$ cat src/rtl/arb_requester.sv
// Per-client job counters that raise requests toward a shared arbiter,
// with starvation tracking and a sticky grant-protocol error flag.
module arb_requester #(
  parameter int CLIENTS  = 32,
  parameter int DEPTH    = 4,
  parameter int MAX_WAIT = 32
) (
  input  logic               clock,
  input  logic               reset,
  input  logic [CLIENTS-1:0] push,
  output logic [CLIENTS-1:0] push_ready,
  output logic [CLIENTS-1:0] request,
  input  logic [CLIENTS-1:0] grant,
  input  logic               stall,
  input  logic               starved_clear,
  output logic [CLIENTS-1:0] starved,
  output logic               protocol_err
);

  localparam int CW = $clog2(DEPTH + 1);
  localparam int AW = $clog2(MAX_WAIT + 1);
  localparam logic [CW-1:0] DEPTH_C = CW'(DEPTH);
  localparam logic [AW-1:0] AGE_MAX = AW'(MAX_WAIT);
  localparam logic [CLIENTS-1:0] ONE = CLIENTS'(1);

  logic [CW-1:0]      cnt_q [CLIENTS];
  logic [CW-1:0]      cnt_d [CLIENTS];
  logic [AW-1:0]      age_q [CLIENTS];
  logic [AW-1:0]      age_d [CLIENTS];
  logic [CLIENTS-1:0] starved_q, starved_d;
  logic               perr_q, perr_d;

  logic [CLIENTS-1:0] accept;
  logic [CLIENTS-1:0] consume;
  logic [CLIENTS-1:0] set_starve;
  logic               grant_multi;

  always_comb begin
    request     = '0;
    push_ready  = '0;
    grant_multi = |(grant & (grant - ONE));
    for (int i = 0; i < CLIENTS; i++) begin
      request[i]    = cnt_q[i] != '0;
      push_ready[i] = cnt_q[i] < DEPTH_C;
    end
    accept  = push & push_ready;
    // A multi-hot grant is rejected as a whole, so no counter moves.
    consume = grant & request & {CLIENTS{~stall & ~grant_multi}};
    perr_d  = perr_q
            | (~stall & (grant_multi | (|(grant & ~request))));
  end

  always_comb begin
    set_starve = '0;
    for (int i = 0; i < CLIENTS; i++) begin
      cnt_d[i] = cnt_q[i];
      if (accept[i] && !consume[i]) begin
        cnt_d[i] = cnt_q[i] + 1'b1;
      end else if (consume[i] && !accept[i]) begin
        cnt_d[i] = cnt_q[i] - 1'b1;
      end

      age_d[i] = age_q[i];
      if (!request[i] || consume[i] || starved_clear) begin
        age_d[i] = '0;
      end else if (age_q[i] != AGE_MAX) begin
        age_d[i] = age_q[i] + 1'b1;
      end

      set_starve[i] = request[i] & ~consume[i] & ~starved_q[i]
                    & (age_q[i] == AGE_MAX);
    end
    starved_d = set_starve
              | (starved_q & ~{CLIENTS{starved_clear}});
  end

  always_ff @(posedge clock or posedge reset) begin
    if (reset) begin
      for (int i = 0; i < CLIENTS; i++) begin
        cnt_q[i] <= '0;
        age_q[i] <= '0;
      end
      starved_q <= '0;
      perr_q    <= 1'b0;
    end else begin
      for (int i = 0; i < CLIENTS; i++) begin
        cnt_q[i] <= cnt_d[i];
        age_q[i] <= age_d[i];
      end
      starved_q <= starved_d;
      perr_q    <= perr_d;
    end
  end

  assign starved      = starved_q;
  assign protocol_err = perr_q;

endmodule

$ cat config.mk
export PLATFORM = sky130hd
export DESIGN_NAME = arb_requester
export DESIGN_NICKNAME = d
export VERILOG_FILES = /design/src/rtl/arb_requester.sv
export SDC_FILE = /design/constraint.sdc
export NUM_CORES = 1
export LEC_CHECK = 0
export ABC_AREA = 1
export CAP_MARGIN = 15
export CORE_ASPECT_RATIO = 0.9
export CORE_UTILIZATION = 60
export DETAILED_ROUTE_END_ITERATION = 6
export HOLD_SLACK_MARGIN = 0.08
export PLACE_DENSITY_LB_ADDON = 0.25
export SKIP_CTS_REPAIR_TIMING = 1
export SLEW_MARGIN = 15
export SYNTH_ARGS = -nofsm -noshare
export SYNTH_HDL_FRONTEND = slang
export SYNTH_SLANG_ARGS = --single-unit
export TNS_END_PERCENT = 100
$ cat constraint.sdc
create_clock -name clock -period 20.3 [get_ports clock]
set_input_delay 5.075 -clock clock [delete_from_list [all_inputs] [get_ports clock]]
set_output_delay 5.075 -clock clock [all_outputs]
set_load 0.02 [all_outputs]
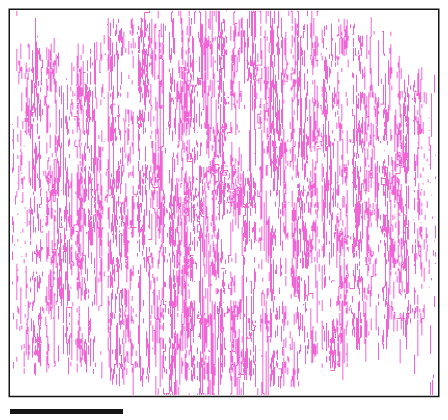
(run_1/met2.png)
Scale bar: 50 um.
main direction: vertical
share of all routed wire: 48%
longest straight run: 48.3 um
nets with wire on the layer: 2087
Vias: 14438
global-route track usage on met2: 45.2%
Routed WL: 42.2 mm

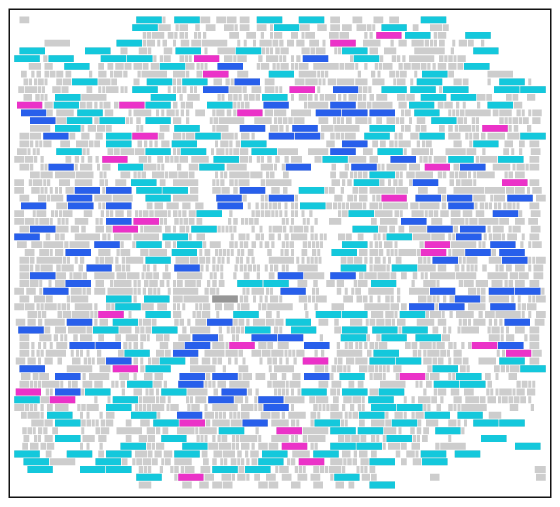
(run_1/registers.png)
Other sequential cells in the stronger gray, the rest of the logic in the fainter gray.
[starved] magenta | sequential cells: 32 | where: all over the die
[cnt_q] blue | sequential cells: 96
[age_q] cyan | sequential cells: 192 | where: all over the die
not colored: 1
Final Core Density: 72.0%
sequential power: 0.951 mW
Seq/total area: 36.0%
FF+latch area: 8030 um^2

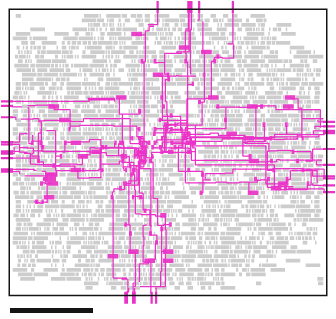
(run_1/port_nets.png)
Scale bar: 50 um.
[grant] magenta | direction: input | end cells: 152 | buffers: 32 | wire: 3920 um
top-level I/O count: 165
PortBufs: 164

==> metrics.cfg, run 1 <==
[timing]
slew_violations = 0
max_freq_mhz = 113
relSlewSlack_pct = 37.9
fin_crit_ns = 8.88
final.period_utilization_pct = 43.7

[job]
tool_warnings = 60

[pwr]
maxPowerGroup = sequential cells
clk-power_mw = 0.671
pwr-share-seq_pct = 37.1
vdd_drop_max_mv = 0.0739
power.density_nw_per_um2 = 115
total_power_mw = 2.56
swShare_pct = 37.2
comb-power_mw = 0.940

[yosys]
edf_count = 0
yosys_warnings = 0
ys_cells = 2068
yosys-top-cells-area = dfrtp_1 (42%), xor2_1 (7.8%), ha_1 (6.3%)
ys_ff = 321
top_cell = dfrtp_1
yosysTopAreaCellShare_pct = 42.3
yosysChipArea_um2 = 19000
synthTopCellsByCount = dfrtp_1 (321), nor2_1 (290), inv_1 (271), nand2_1 (266), xor2_1 (168)

[detailed_routing]
drt_iter0_drc = 917
drc = 0
ant_nets = 0

[worst_setup_path]
r2r-end = cnt_q[65]
cp_num_buf_inv = 3
setup.worst_path.start_class = input pin
r2r_setup_slack_ns = 18.01

[grt]
grt_max_degree = 109
grt_usage_pct = 27.1
grt_pass1_wl_mm = 71.0
grt_pass1_vias = 14400
grt_antenna_before_repair = 1

[cells_and_area]
final_cell_mix = dfrtp_1 (321), nor2_1 (290), inv_1 (269)

[hold_path]
hold_depth = 1

[outcome]
status = finished clean

run 1: kinds of logic after synthesis:
group,after synthesis,share of synthesized area [%]
XOR/XNOR,214,9.87
multiplexers,32,1.90
buffers and inverters,289,6.03
adder cells (fa/ha/maj),128,9.70
AND-OR/OR-AND,98,2.68
AND/OR/NAND/NOR,986,27.5
flip-flops,321,42.3
run 1: how the worst max path moves through the flow:
stage,depth (start not counted),slack [ns],end,start
6_report,16,11.42,cnt_q[25],grant[3]
5_1_grt,16,11.30,cnt_q[25],grant[3]
4_1_cts,16,11.52,cnt_q[25],grant[6]
3_5_place_dp,16,11.04,cnt_q[40],grant[6]
3_3_place_gp,16,11.15,cnt_q[16],grant[14]
2_1_floorplan,1,6.34,age_q[0],reset
run 1: final cells by class:
cell class                      instances  share of cell area, %
Multi-Input combinational cell       1458                   44.0
Sequential cell                       321                   36.0
Timing Repair Buffer                  171                   7.60
Clock buffer                           53                   4.97
Inverter                              272                   4.63
Tap cell                              409                   2.29
Clock inverter                         11                  0.516
run 1: per-layer routing:
| metal | up-vias | track usage [%] | wire [um] |
|---|---|---|---|
| met5 | - | 0 | 14 |
| met4 | 2 | 8.03 | 1020 |
| met3 | 76 | 4.86 | 2800 |
| met2 | 414 | 45.2 | 20100 |
| met1 | 7013 | 36.1 | 18200 |
| li1 | 6933 | - | - |
run 1: stage by stage:
step,std cells,area (um^2),setup slack [ns]
after global placement,2631,21100,11.15
after CTS,2695,22300,11.52
after global routing,2695,22300,11.30
after detailed placement,2631,21100,11.04
final,2695,22300,11.42
after floorplan,2068,19000,6.34
run 1: registers in the layout, summed over array words and instances, names as in the netlist:
| name | count |
|---|---|
| age_q | 192 |
| cnt_q | 96 |
| protocol_err | 1 |
| starved | 32 |
==> inputs of run 2 (changes only) <==
--- a/config.mk
+++ b/config.mk
@@ -8,7 +8,7 @@
 export ABC_AREA = 1
 export CAP_MARGIN = 15
 export CORE_ASPECT_RATIO = 0.9
-export CORE_UTILIZATION = 60
+export CORE_UTILIZATION = 53
 export DETAILED_ROUTE_END_ITERATION = 6
 export HOLD_SLACK_MARGIN = 0.08
 export PLACE_DENSITY_LB_ADDON = 0.25
==> constraint.sdc (replaced) <==
create_clock -name clock -period 7.7 [get_ports clock]
set_input_delay 1.925 -clock clock [delete_from_list [all_inputs] [get_ports clock]]
set_output_delay 1.925 -clock clock [all_outputs]
set_load 0.02 [all_outputs]
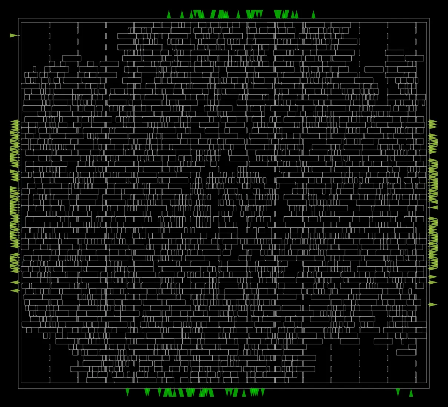
(run_2/final_placement.png)
tap cells: 469
FP Rows: 65
Final Core Density: 63.8%

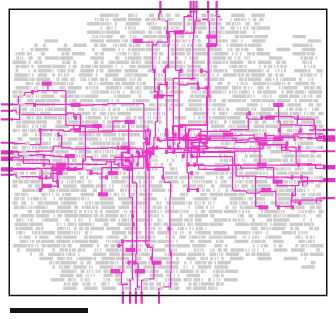
(run_2/port_nets.png)
Scale bar: 50 um.
[grant] magenta | direction: input | end cells: 152 | buffers: 32 | wire: 3890 um

==> metrics.cfg, run 2 <==
[yosys]
yosysTopAreaCellShare_pct = 42.3
synthTopCellsByCount = dfrtp_1 (321), nor2_1 (290), inv_1 (271), nand2_1 (266), xor2_1 (168)
yosys-top-cells-area = dfrtp_1 (42%), xor2_1 (7.8%), ha_1 (6.3%)
ys_ff = 321
edf_count = 0
yosysChipArea_um2 = 19000
yosys_warnings = 0

[grt]
grt_antenna_before_repair = 1
grt_pass1_vias = 14157
use_met3_pct = 3.84
grt_usage_pct = 23.5
use_met1_pct = 33.2
overflow = 0
grt_pass1_wl_mm = 70.6
grt_most_used_layer = met2
grt_use_met2_pct = 37.8
grt_max_degree = 155

[placement]
place_ws_ns = 2.15
portBuffers = 164
postPlaceCellArea_um2 = 21200
post-place-cells = 2693

[floorplanning]
io-pin-count = 165

[detailed_routing]
vias = 14061
drt_iter0_drc = 646
drc = 0
ant_nets = 0
drt_wl_total_mm = 41.4

[cells_and_area]
top_register = age_q
stdcell_area_um2 = 22400
layoutNonFillerInstCount = 2755
final_cell_mix = dfrtp_1 (321), nor2_1 (290), inv_1 (269)
largest_reg_flops = 192

[timing]
slew_violations = 0
fin_crit_ns = 5.05
relSlewSlack_pct = 35.4
final.period_utilization_pct = 65.5
fin_ws_ns = 2.65
max_freq_mhz = 198

[worst_setup_path]
setup.worst_path.start_class = input pin
path_class = in2reg
startpoint = grant[4]

[pwr]
total_power_mw = 6.77
vdd_drop_max_mv = 0.230

[outcome]
status = finished clean

[job]
tool_warnings = 60

## run 2: cell counts after synthesis
Identical to the previous run, type by type.
## run 2: report_power, final
group          internal, mW  switching [mW]  total [mW]
clock                  1.11           0.689        1.80
sequential             2.10           0.398        2.50
combinational          1.08            1.39        2.47
## run 2: cells by family (layout without fill, tap and decap cells)
group,Yosys count,after routing,share of synthesized area (%)
DFF,321,321,42.3
and+or+nand+nor,986,986,27.5
buffers and inverters,289,507,6.03
AOI/OAI and AO/OA,98,98,2.68
adders and majority gates,128,128,9.70
muxes,32,32,1.90
xor gates and xnor gates,214,214,9.87
## run 2: area by class of cell
type | instances | area, um^2 | share of cell area (%)
clock buffer | 54 | 1090 | 4.87
clock inverter | 8 | 144 | 0.642
inverter | 272 | 1030 | 4.59
multi-input combinational | 1458 | 9810 | 43.8
sequential | 321 | 8030 | 35.8
tap | 469 | 587 | 2.62
timing repair buffer | 173 | 1720 | 7.68
## run 2: metal layers
layer / vias up / wire length [um]
li1: 6946 / -
met1: 6759 / 19500
met2: 288 / 18900
met3: 66 / 2130
met4: 2 / 917
met5: - / 8
## run 2: worst paths after layout
path	end	slack, ns	depth (start not counted)
worst max-delay path	cnt_q[55]	2.65	16
worst min register to register	starved[15]	0.50	2
worst min-delay path	starved[15]	0.50	2
max in group asynchronous	starved[13]	4.25	4
min in group asynchronous	starved[26]	1.71	2
worst max register to register	cnt_q[62]	5.30	9
## run 2: worst max-delay path, cell delays in order
cell             delay [ns]
clkdlybuf4s50_1        0.65
nor2_1                 0.28
nand2_1                0.12
nor2_2                 0.11
nand2_1                0.14
o21ai_0                0.19
nand2_1                0.10
nor2_2                 0.10
nand3_2                0.15
nor3_4                 0.21
buf_4                  0.31
nand3_1                0.13
ha_1                   0.23
inv_1                  0.11
fa_1                   0.41
mux2_2                 0.26
==> inputs of run 3 (changes only) <==
==> constraint.sdc (replaced) <==
create_clock -name clock -period 4.5 [get_ports clock]
set_input_delay 1.125 -clock clock [delete_from_list [all_inputs] [get_ports clock]]
set_output_delay 1.125 -clock clock [all_outputs]
set_load 0.02 [all_outputs]
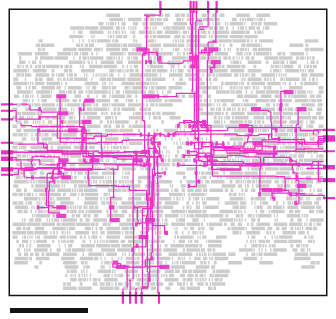
(run_3/port_nets.png)
Scale bar: 50 um.
[grant] magenta | direction: input | end cells: 152 | buffers: 62 | wire: 4370 um

==> metrics.cfg, run 3 <==
[timing]
fin_ws_ns = 0.453
relSlewSlack_pct = 38.2
fin_crit_ns = 4.05
final.period_utilization_pct = 89.9

[worst_setup_path]
r2r_setup_slack_ns = 2.24
r2r_cells = 9
cp_cell_sequence = clkdlybuf4s50_1 > nor2_1 > nand2_1 > nor2_1 > nand2_1 > o21ai_1 > nand2_1 > nor2_1 > nand3_2 > nor3_4 > buf_12 > nand3_1 > ha_1 > inv_1 > fa_1 > mux2_2
setup.worst_path.start_class = input pin
crit_family = simple AND/OR/NAND/NOR gates
max_stage_delay_ns = 0.60
r2r-end = cnt_q[8]
cp_num_buf_inv = 3
startpoint = grant[13]

[grt]
grt_pass1_vias = 14341
grt_max_degree = 58
grt_usage_pct = 24.1

[yosys]
synthTopCellsByCount = dfrtp_1 (321), nor2_1 (290), inv_1 (271), nand2_1 (266), xor2_1 (168)
top_cell = dfrtp_1
yosysChipArea_um2 = 19000
ys_cells = 2068

[pwr]
share_comb_of_total_power_pct = 37.1
p_switching_mw = 4.27
total_power_mw = 11.5
vdd_drop_max_mv = 0.319
swShare_pct = 37.0
clock_power_share_pct = 25.8
pwr-share-seq_pct = 37.1

[placement]
portBuffers = 164
postPlaceCellArea_um2 = 21700

[hold_path]
hold_depth = 1
hold_end = protocol_err

[cells_and_area]
final_cell_mix = dfrtp_1 (321), nor2_1 (290), inv_1 (269)
layoutNonFillerInstCount = 2820
comb_area_um2 = 9810
largest_reg_flops = 192

[outcome]
status = finished clean

[floorplanning]
io-pin-count = 165
row_count = 65

[detailed_routing]
drc = 0

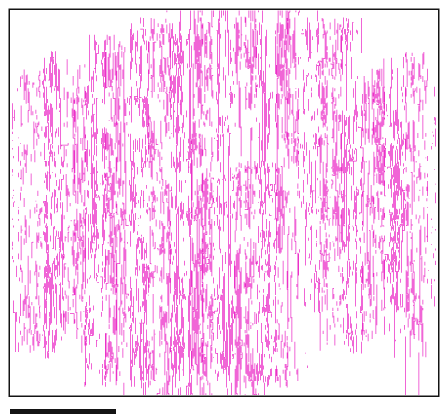
(run_3/met2.png)
Scale bar: 50 um.
main direction: vertical
share of all routed wire: 46%
Routed WL: 42.3 mm
global-route track usage on met2: 38.6%
Vias: 14289

[run 3: cell counts after synthesis]
No cell type changed its count.
[run 3: cells by family (layout without fill, tap and decap cells)]
kind of cell               count (synthesis)  in the layout  share of synthesized area [%]
adders and majority gates                128            128                           9.70
xor gates and xnor gates                 214            214                           9.87
other                                      0              1                              0
buffers and inverters                    289            571                           6.03
AOI/OAI and AO/OA                         98             98                           2.68
DFF                                      321            321                           42.3
and+or+nand+nor                          986            986                           27.5
muxes                                     32             32                           1.90
[run 3: worst max-delay path by stage]
stage                            to  cells past startpoint  slack, ns
after global routing      cnt_q[91]                     16       0.21
final                     cnt_q[49]                     16       0.45
after floorplan            age_q[0]                      1      -0.91
after global placement    cnt_q[55]                     16      -0.03
after CTS                 cnt_q[91]                     16       0.47
after detailed placement  cnt_q[91]                     16      -0.08
[run 3: layout make-up]
type	instances	share of cell area, %
Antenna cell	1	0.0109
Clock buffer	57	4.90
Clock inverter	10	0.344
Inverter	272	4.49
Multi-Input combinational cell	1458	42.8
Sequential cell	321	35.0
Tap cell	469	2.56
Timing Repair Buffer	232	9.88
[run 3: metal layers]
metal  part of all wire [%]  vias up  GRT usage (%)  wire length [um]
met4                    2.5        8           7.12              1070
met2                     46      314           38.6             19400
met3                    6.0       75           4.97              2560
met1                     46     6842           32.9             19300
met5                   0.12        -              0                51
li1                       -     7050              -                 -
[run 3: power groups by stage]
stage	logic (mW)	clock network [mW]	registers, mW
CTS	4.32	3.04	4.28
floorplan	2.92	0	4.18
finish	4.29	2.97	4.28
global route	4.82	3.15	4.40
global placement	4.07	0	4.28
detailed placement	4.27	0	4.32

==> screenshots <==
Metal layers overlaid.
Only two layers are drawn.
(a)
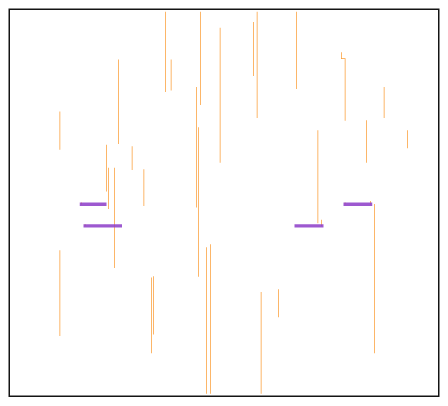
(b)
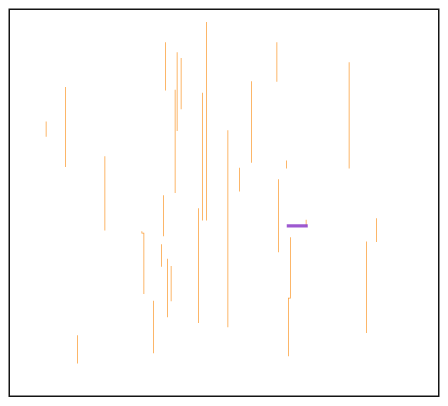
(b) -> run 2
(a) -> run 3

Key to (b):
[met4] orange | wire length: 917 um
[met5] purple | wire length: 8.30 um

Power is estimated from default activity; no workload was simulated.
